==> images/power_grid.png <==
Pins as bars on the die edge. Tap cells in gray.
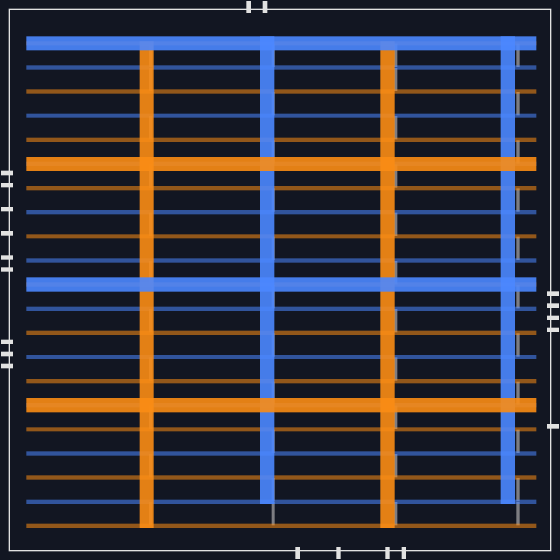
==> images/placement.png <==
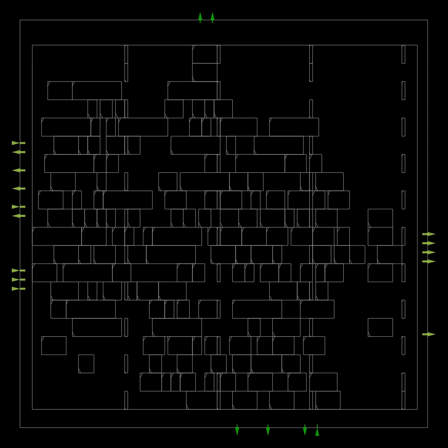
==> images/layer_met2.png <==
Bar = 20 um.
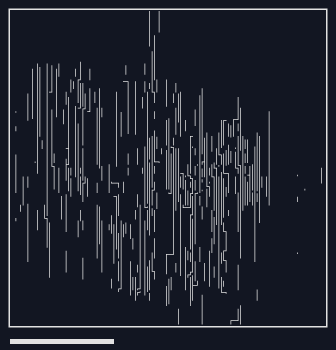
==> config.mk <==
export PLATFORM = sky130hd
export DESIGN_NAME = stf_event_dispatch_flat
export DESIGN_NICKNAME = d
export VERILOG_FILES = /design/src/rtl/stf_pkg.sv /design/src/rtl/stf_event_dispatch_if.sv /design/src/rtl/rr_arbiter.sv /design/src/rtl/stf_event_dispatch.sv /design/src/flat_wrapper.sv
export SDC_FILE = /design/constraint.sdc
export NUM_CORES = 1
export LEC_CHECK = 0
export CAP_MARGIN = 5
export CORE_MARGIN = 1.5
export CORE_UTILIZATION = 35
export DETAILED_ROUTE_END_ITERATION = 7
export GPL_TIMING_DRIVEN = 0
export PLACE_DENSITY = 0.69
export SYNTH_ARGS = -nofsm -noshare
export SYNTH_HDL_FRONTEND = slang
export SYNTH_SLANG_ARGS = --single-unit
==> constraint.sdc <==
create_clock -name fastclk -period 4.6 [get_ports fastclk]
set_clock_uncertainty 0.2 [all_clocks]
set_input_delay 0.92 -clock fastclk [delete_from_list [all_inputs] [get_ports fastclk]]
set_output_delay 0.92 -clock fastclk [all_outputs]
set_load 0.02 [all_outputs]
==> reports/qor.txt <==
buffers inserted during post-CTS setup optimization: 0
worst hold path type: reg2reg
Dominant comb cell: simple AND/OR/NAND/NOR gates
CP Buf/Inv Count: 3
asr flop ratio synth: 0%
Worst Hold Depth: 2
RSZ-0062 raised after global routing: no
cell row count: 20
max-slew violation count: 0
worst slew pin tran: 0.645 ns
AND/OR/NAND/NOR Cells, Area Fraction: 29.8%
GR Util met3: 2.56%
FF-to-FF path depth: 9
M1 GR Usage: 22.9%
post-route setup TNS: 0 ns
Net Count, Synth: 147
area leader, netlist: dfxtp_1
ys flops: 19
comb pwr: 0.0386 mW
crit path kind: in2reg
Chip Area: 3710 sq um
Max Clk Rate: 0.233 GHz
yosys stat area: 1170 sq um
GR peak layer: met2
flop2flop setup slack: 1.06 ns
CTS H-Tree Depth: 1
max_slew headroom: 57.0%
Post-route DRC: 0
CP peak stage delay: 0.67 ns
chip width: 60.9 um
status: complete, no violations
post-CTS sizing: 0
GP Congestion: 0.954
Top pwr grp: registers
Seq pwr share: 59.4%
vias per cell: 5.66
1st-pass router iterations: 5
io pins: 20
Root Buffer: clkbuf_4
first-pass GRT wire length: 4.83 mm
mapped cell area: 1170 sq um
Seq. pwr: 0.177 mW
ys cells: 140
antenna violations before repair: 0
main flop type: dfxtp_1
vias in the first global route: 1,073
dpl cells: 202
Max Cap Viol: 0
Power Clock: 0.0822 mW
Notes on power_grid.png above:
VSS -> orange
VDD -> blue
rows = 20
signal pins = 20
met5 straps = 4
tap cells = 44
core area: 3130 sq um
peak supply drop: 0.000166 V
die height: 60.9 um

Notes on placement.png above:
final core utilization: 45.9%
fillers: 328
post-route non-filler standard cell count: 206
Seq area share: 26.5%
# Taps: 44

Notes on layer_met2.png above:
main direction = vertical
nets with wire on the layer = 148
wire length on this layer = 1,370 um
share of all routed wire = 48%
vias post-DR: 1,165
GRT met2 Usage: 28.9%
WL final: 2.83 mm

-- cell type report --
cell class                 instances  area (sq um)
clock inverter                     1          5.00
tap                               44          55.1
sequential                        19           380
multi-input combinational        108           718
timing repair buffer              18           180
buffer                             6          47.5
inverter                           7          26.3
clock buffer                       3          22.5
fill                             328          1690
-- layout by cell type (no fill, tap or decap), drive strengths merged, types with 2 or more instances in the layout --
master	synthesis	routed
a211oi	3	3
a21oi	16	16
a221oi	2	2
and2	5	5
and3	2	2
buf	2	2
clkbuf	4	7
clkdlybuf4s50	0	18
dfxtp	19	19
inv	7	7
mux2	2	2
nand2	9	9
nand3	7	7
nand3b	2	2
nor2	10	10
nor2b	5	5
nor3	3	3
o211ai	2	2
o21ai	4	4
o311a	2	2
o311ai	3	3
o31ai	2	2
or3	3	3
xnor2	2	2
xor2	3	3
-- metal layers --
layer  up-vias  part of all wire [%]
li1        569                     -
met1       547                    46
met2        47                    48
met3         2                   5.6
met4         0                  0.32
met5         -                     0
-- worst reg2reg max path: stages (launching register included) --
cell and delay, ns:
dfxtp_1 0.44, nor2b_1 0.16, clkbuf_1 0.22, ha_1 0.27, nand4b_1 0.18, nor2_1 0.48
o21ai_0 0.31, a221oi_1 0.67, a31oi_1 0.18, mux2_1 0.33
-- through the flow --
step | cell area [sq um] | hold slack (ns) | setup slack, ns | util, %
after detailed placement | 1410 | 0.262 | 0.0891 | 45.0
after global placement | 1410 | 0.262 | 0.157 | 45.0
after floorplan | 1170 | 0.255 | 0.993 | -
after global routing | 1440 | 0.324 | 0.0450 | 45.9
final | 1440 | 0.274 | 0.315 | 45.9
after CTS | 1440 | 0.281 | 0.392 | 45.9
No activity file was given, so power comes from the tool's default toggle rates.
